### src/rtl/fetch_unit.sv
// Instruction fetch front end: issues word reads to a one-cycle BRAM
// and buffers returned words with their PCs in a small credit-checked FIFO.
module fetch_unit #(
   parameter int unsigned DEPTH    = 4,
   parameter logic [63:0] RESET_PC = 64'h0
) (
   input  logic        i_clk,
   input  logic        i_rst_n,
   input  logic        i_redirect,
   input  logic [63:0] i_redirect_pc,
   output logic        o_mem_read,
   output logic [13:0] o_mem_address,
   input  logic [31:0] i_mem_value,
   output logic        o_insn_valid,
   output logic [31:0] o_insn,
   output logic [63:0] o_insn_pc,
   input  logic        i_insn_ready,
   output logic        o_fault
);

   localparam int unsigned AW = $clog2(DEPTH);
   localparam logic [AW:0] DEPTH_C = (AW+1)'(DEPTH);

   logic [63:0]   fetch_pc_q, fetch_pc_d;
   logic [31:0]   insn_q [DEPTH];
   logic [31:0]   insn_d [DEPTH];
   logic [63:0]   pc_q [DEPTH];
   logic [63:0]   pc_d [DEPTH];
   logic [AW-1:0] wr_ptr_q, wr_ptr_d;
   logic [AW-1:0] rd_ptr_q, rd_ptr_d;
   logic [AW:0]   count_q, count_d;
   logic          inflight_q, inflight_d;
   logic [63:0]   inflight_pc_q, inflight_pc_d;
   logic          fault_q, fault_d;

   logic          issue;
   logic          kill;
   logic          push;
   logic          pop;
   logic          head_valid;
   logic [AW:0]   credit;

   // Read data lags the request by one cycle, so the only read that can
   // be in flight during a redirect returns in that same cycle: kill it there.
   always_comb begin
      credit     = count_q + (AW+1)'(inflight_q);
      kill       = i_redirect;
      issue      = i_rst_n && !fault_q && !i_redirect && (credit < DEPTH_C);
      push       = inflight_q && !kill;
      head_valid = (count_q != '0) && !fault_q;
      pop        = head_valid && i_insn_ready && !i_redirect;

      fetch_pc_d    = fetch_pc_q;
      insn_d        = insn_q;
      pc_d          = pc_q;
      wr_ptr_d      = wr_ptr_q;
      rd_ptr_d      = rd_ptr_q;
      count_d       = count_q;
      inflight_d    = 1'b0;
      inflight_pc_d = inflight_pc_q;
      fault_d       = fault_q;

      if (i_redirect) begin
         fetch_pc_d = i_redirect_pc;
         wr_ptr_d   = '0;
         rd_ptr_d   = '0;
         count_d    = '0;
         fault_d    = |i_redirect_pc[1:0];
      end else begin
         inflight_d = issue;
         if (issue) begin
            inflight_pc_d = fetch_pc_q;
            fetch_pc_d    = fetch_pc_q + 64'd4;
         end
         if (push) begin
            insn_d[wr_ptr_q] = i_mem_value;
            pc_d[wr_ptr_q]   = inflight_pc_q;
            wr_ptr_d         = wr_ptr_q + AW'(1);
         end
         if (pop) begin
            rd_ptr_d = rd_ptr_q + AW'(1);
         end
         unique case ({push, pop})
            2'b10:   count_d = count_q + (AW+1)'(1);
            2'b01:   count_d = count_q - (AW+1)'(1);
            default: count_d = count_q;
         endcase
      end
   end

   always_ff @(posedge i_clk or negedge i_rst_n) begin
      if (!i_rst_n) begin
         fetch_pc_q    <= RESET_PC;
         insn_q        <= '{default: '0};
         pc_q          <= '{default: '0};
         wr_ptr_q      <= '0;
         rd_ptr_q      <= '0;
         count_q       <= '0;
         inflight_q    <= 1'b0;
         inflight_pc_q <= '0;
         fault_q       <= 1'b0;
      end else begin
         fetch_pc_q    <= fetch_pc_d;
         insn_q        <= insn_d;
         pc_q          <= pc_d;
         wr_ptr_q      <= wr_ptr_d;
         rd_ptr_q      <= rd_ptr_d;
         count_q       <= count_d;
         inflight_q    <= inflight_d;
         inflight_pc_q <= inflight_pc_d;
         fault_q       <= fault_d;
      end
   end

   always_comb begin
      o_mem_read    = issue;
      o_mem_address = i_rst_n ? fetch_pc_q[15:2] : 14'd0;
      o_insn_valid  = head_valid;
      o_insn        = head_valid ? insn_q[rd_ptr_q] : 32'd0;
      o_insn_pc     = head_valid ? pc_q[rd_ptr_q] : 64'd0;
      o_fault       = fault_q;
   end

endmodule

### config.mk
export PLATFORM = sky130hd
export DESIGN_NAME = fetch_unit
export DESIGN_NICKNAME = d
export VERILOG_FILES = /design/src/rtl/fetch_unit.sv
export SDC_FILE = /design/constraint.sdc
export NUM_CORES = 1
export LEC_CHECK = 0
export CAP_MARGIN = 25
export CORE_ASPECT_RATIO = 0.9
export CORE_UTILIZATION = 55
export CTS_CLUSTER_DIAMETER = 100
export CTS_CLUSTER_SIZE = 8
export DETAILED_ROUTE_END_ITERATION = 10
export GPL_ROUTABILITY_DRIVEN = 0
export PLACE_DENSITY = 0.85
export SETUP_SLACK_MARGIN = 0.02
export SLEW_MARGIN = 40
export SYNTH_ARGS = -nofsm -noshare
export SYNTH_HDL_FRONTEND = slang
export SYNTH_SLANG_ARGS = --single-unit
export TNS_END_PERCENT = 1
### constraint.sdc
create_clock -name i_clk -period 5.65 [get_ports i_clk]
set_input_delay 0.8475 -clock i_clk [delete_from_list [all_inputs] [get_ports i_clk]]
set_output_delay 0.8475 -clock i_clk [all_outputs]
set_load 0.03 [all_outputs]
### Congestion heat map, run 1

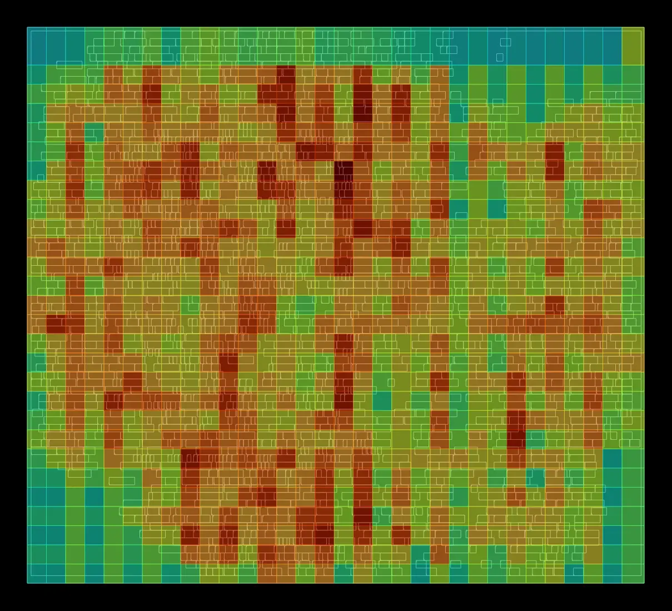
GRT busiest layer: met2
met2 usage: 42.0%
gr usage total: 26.5%
met1 usage: 35.5%

### Pin map, run 1

Pins as bars across the die edge, other pins in gray.
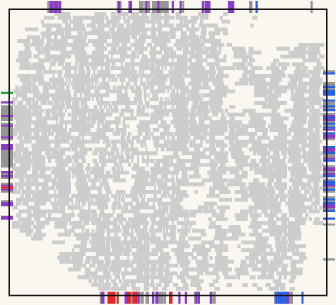
Red shows o_mem_address, pins 14, direction output, edge 13 south, 1 west. Blue shows o_insn, pins 32, direction output, edge 23 east, 8 south, 1 north. Green shows o_insn_valid, pins 1, direction output, edge west. Purple shows o_insn_pc, pins 64, direction output, edge 22 north, 15 west, 14 east, 13 south.
die span in x: 222 um
Die Y: 200 um

==> CHANGELOG.md, run 1 <==
## Flow update

- Status: finished, final reports clean
- End point of the critical path: o_insn[2]
- Top cells excl fill/tap: dfrtp_1 (519), mux2_2 (391), nand2_1 (242), clkdlybuf4s50_1 (209), and2_1 (111)
- CP Launch Point: rd_ptr_q[1]
- Detailed Route Iter0 Violations: 1172
- Yosys warns: 0
- Number of max-cap violations: 0
- Cell with the most instances after synthesis: dfrtp_1
- Post-synth top area share: between 50% and 60%
- Clock transition at the registers of the reported paths: ~0.050 ns
- CTS resizes: 0
- Antenna viol nets, final: 0
- Unique cell types: around 45
- Net switching power: ~0.0024 W
- Inserted Clock Buffers: 75
- Met3 Wirelength: approximately 3600 um
- Global-route wire length before repair: just over 90000 um
- GR Overflow Total: 0
- Pwr/cell area: 336 nW/um2
- Longest Clk Path Bufs: 3
- Max Slew Vio Count: 0
- Reg-to-Reg Start: o_fault
- RSZ-0062 raised after global routing: no
- Clk pwr: 0.00394 W
- Crit path DRT: 4.80 ns
- Hold Vio Cnt, Final: 0
- Comb group: 0.00110 W
- Cell Count Post-Placement: 2506
- Final wirelength: 57100 um
- Critical-path cell list: buf_12, buf_4, mux4_2, and2_1, clkdlybuf4s50_1
- Late-Pin Clk Latency: 0.60 ns
- Via density: ~6.1
- Fin cells: 2593
- Core area: approximately 43000 um2
- WL met2: about 28000 um
- Init Core Util: between 50% and 60%
- WL per Instance: 22.0 um
- Top Consumer: sequential cells
- Row count: 72
- Crit path max-delay family: buffers and inverters
- Crit path time final: 4.02 ns
- Crit. End Element: output pin
- Number of global-route vias before repair: between 15k and 20k
- Share of cells above drive strength 1: a little under a third
- Sw frac: 24.6%
- WP data arrival: 3.18 ns
- Crit path max fanout: 33
- Post-route setup TNS: 0 ns
- I/O Pins: 213
- Seq. pwr: 0.00460 W
- Fin area: 28700 um2
- Worst r2r dst: fetch_pc_q[53]
- Cell Area, Synth: 23900 um2
- Buffers plus inverters on the worst setup path: 3
- Yosys Chip Area: 23900 um2
- Slew headroom: 46.1%
- Port Buffer Count: ~210
- Startpoint Class: flop
- # Cells Yosys: 1833
- Setup violators final: 0
### Where the registers sit, run 1

Other sequential cells in the stronger gray, the rest of the logic in the fainter gray.
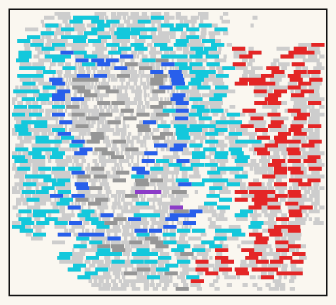
Blue shows inflight_pc_q, flops 64. Purple shows count_q, flops 3. Red shows insn_q, flops 128, where a column on the right. Cyan shows pc_q, flops 256, where all over the die.

run 1: logic make-up after synthesis:
group	share of synthesized area (%)
and+or+nand+nor	11.6
DFF	54.5
muxes	27.7
buffers and inverters	2.12
AOI/OAI and AO/OA	2.25
xor gates and xnor gates	1.46
adders and majority gates	0.345
run 1: through the flow:
step / util [%] / hold WS, ns
3_5_place_dp: 62.0 / 0.486
6_report: 66.7 / 0.246
3_3_place_gp: 61.7 / 0.472
2_1_floorplan: - / 0.435
4_1_cts: 66.7 / 0.278
5_1_grt: 66.7 / 0.296
run 1: how the worst min path moves through the flow:
stage	startpoint	to	slack [ns]
after floorplan	fetch_pc_q[0]	inflight_pc_q[0]	0.43
final	i_rst_n	insn_q[88]	0.25
after global routing	i_rst_n	insn_q[94]	0.30
after global placement	fetch_pc_q[63]	inflight_pc_q[63]	0.47
after detailed placement	fetch_pc_q[63]	inflight_pc_q[63]	0.49
after CTS	i_rst_n	insn_q[88]	0.28
run 1: registers in the layout, summed over array words and instances, names as in the netlist, 2 cells and up:
name,cells
count_q,3
fetch_pc_q,64
inflight_pc_q,64
insn_q,128
pc_q,256
rd_ptr_q,2
wr_ptr_q,2
run 1: final cells by class:
cell class / count / area [um2]
diodes: 3 / 7.51
clock buffers: 81 / 1980
clock inverters: 2 / 17.5
fillers: 3037 / 14300
inverters: 11 / 41.3
multi-input cells: 1183 / 10500
flip-flops and latches: 521 / 13000
well taps: 555 / 694
repair buffers: 237 / 2420
run 1: routing by layer:
| metal | vias to the layer above | track usage (%) |
|---|---|---|
| met2 | 484 | 42.0 |
| met1 | 8143 | 35.5 |
| met3 | 119 | 6.63 |
| li1 | 6941 | - |
| met4 | 8 | 10.1 |
| met5 | - | 0 |
### Wiring by layer, run 1

Only two layers are drawn.
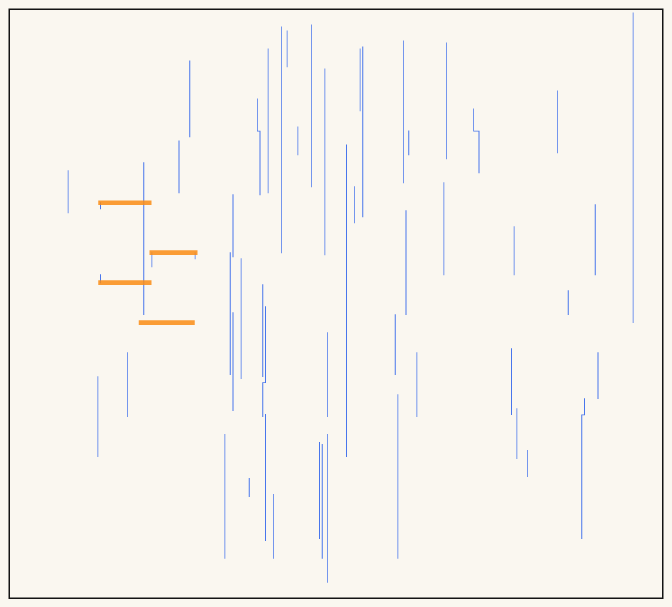

==> run 2: changes to the inputs <==
clock period = 3.8 ns   (was 5.65 ns; I/O delays follow)
### Wiring by layer, run 2

Only two layers are drawn.
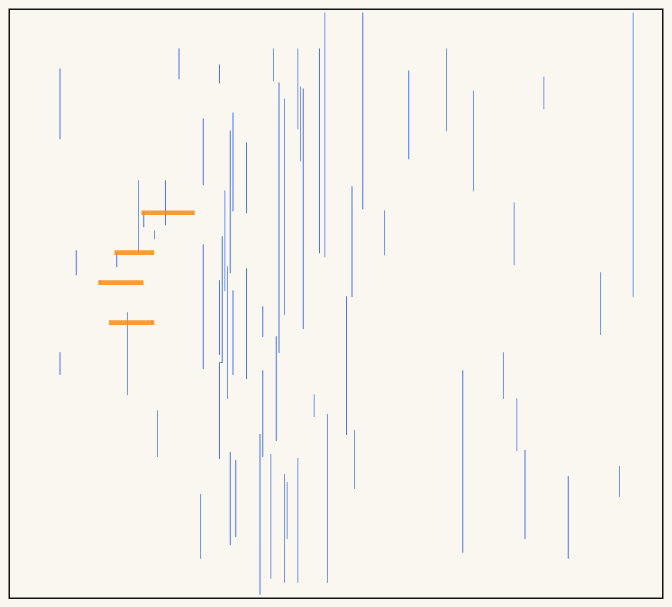
Orange shows M5, wire length 56.1 um. Blue shows M4, wire length 2030 um.

==> run 2 against run 1 <==
  * Critical path depth is 1 lower
  * Clock skew is 0.0044 ns higher
  * Via count is 0.85% higher
  * Die size stayed put
  * Hold slack better by 0.18 ns
  * Sequential share of layout area is 0.13 points lower
  * Largest cell class unchanged
==> CHANGELOG.md, run 2 <==
## Flow update

- Die Y: approximately 200 um
- Seq area share: 45.3%
- Share of cells above drive strength 1: a little under a third
- WL per Instance: 22.4 um
- Tapcell count: about 560
- Status: finished, final reports clean
- # diodes: 5
- Comb area share: 36.3%
- Area fraction in and, or, nand and nor cells: between 10% and 20%
- Crit. End Element: output pin
- Mux frac, synth: 27.7%
- Comb group: ~0.0017 W
- Cell Area, Synth: between 20000 and 25000 um2
- Fill count: slightly below 3k
- RSZ-0062 raised after global routing: no
- Hold Vio Cnt, Final: 0
- # Cells Yosys: between 1.5k and 2k
- GR Overflow Total: 0
- Sw frac: 24.6%
- Die span in x: 222 um
- Crit path max fanout: 27
- Pwr/cell area: around 500 nW/um2
- Clk tree area frac: 6.96%
- I/O Pins: between 200 and 250
- Startpoint Class: flop
- Worst r2r dst: fetch_pc_q[45]
- Crit path max-delay family: buffers and inverters
- Final wirelength: between 50000 and 60000 um
- Top logic family: multiplexers
- Net switching power: ~0.0035 W
- Longest Clk Path Bufs: 3
- Clock buffers: slightly above 80
- Global-route wire length before repair: 93100 um
- GRT busiest layer: met2
- Clock transition at the registers of the reported paths: 0.05 ns
- CTS resizes: 0
- Post-synth top area share: approximately 54%
- Critical-path cell list: buf_12, mux4_2, and2_1, clkdlybuf4s50_1
- Multi-input gates: 1183
- Clk pwr: just under 0.006 W
- Yosys Chip Area: 23900 um2
- Top class by area: flip-flops and latches
- NonClk Buf Share: 8.79%
- Top cells excl fill/tap: dfrtp_1 (519), mux2_2 (391), nand2_1 (242), clkdlybuf4s50_1 (209), and2_1 (111)
- Reg-to-Reg Start: o_fault
- Antenna viol nets, final: 0
### Where the registers sit, run 2

Other sequential cells in the stronger gray, the rest of the logic in the fainter gray.
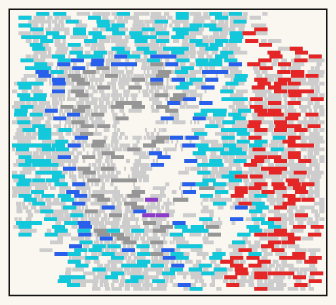
Red shows insn_q, flops 128, where a column on the right. Blue shows inflight_pc_q, flops 64. Purple shows count_q, flops 3. Cyan shows pc_q, flops 256, where all over the die.

run 2: cell count changes in the layout (fill, tap and decap cells not counted):
cell	delta
diode_2	+2
buf_6	+3
mux2i_2	-1
buf_16	-1
nand2_4	+4
nand2_8	-4
nor2b_1	+1
dlygate4sd3_1	+1
buf_4	-1
mux2i_4	+1
buf_12	+5
nor2b_2	-1
run 2: cell families (layout without fill, tap and decap cells):
| logic type | count (synthesis) | count (layout) |
|---|---|---|
| other | 0 | 5 |
| adders and majority gates | 6 | 6 |
| and+or+nand+nor | 553 | 553 |
| DFF | 521 | 521 |
| xor gates and xnor gates | 40 | 40 |
| muxes | 494 | 494 |
| AOI/OAI and AO/OA | 90 | 90 |
| buffers and inverters | 129 | 338 |
run 2: through the flow:
stage | hold slack, ns | instances | instance area, um2 | total power, W | utilization [%]
detailed placement | 0.350 | 2511 | 26700 | 0.00854 | 62.1
global placement | 0.348 | 2511 | 26700 | 0.00840 | 62.1
CTS | 0.410 | 2595 | 28700 | 0.0145 | 66.8
global route | 0.429 | 2601 | 28800 | 0.0150 | 66.9
finish | 0.428 | 2602 | 28800 | 0.0144 | 66.9
floorplan | 0.274 | 1833 | 23900 | 0.00781 | -
run 2: per-layer routing:
| layer | part of all wire, % | vias up | routed length (um) |
|---|---|---|---|
| li1 | - | 6962 | - |
| met1 | 43 | 8204 | 24900 |
| met2 | 48 | 509 | 27900 |
| met3 | 6.0 | 145 | 3510 |
| met4 | 3.5 | 8 | 2030 |
| met5 | 0.096 | - | 56 |
run 2: how the worst max path moves through the flow:
stage                     end  slack [ns]
2_1_floorplan   o_insn_pc[45]        1.31
3_3_place_gp    o_insn_pc[32]        0.81
3_5_place_dp   fetch_pc_q[45]        0.77
4_1_cts            o_insn[26]        0.15
5_1_grt            o_insn[26]        0.09
6_report           o_insn[26]        0.26
Power figures rest on the tool's default switching activity, not on a simulated workload.
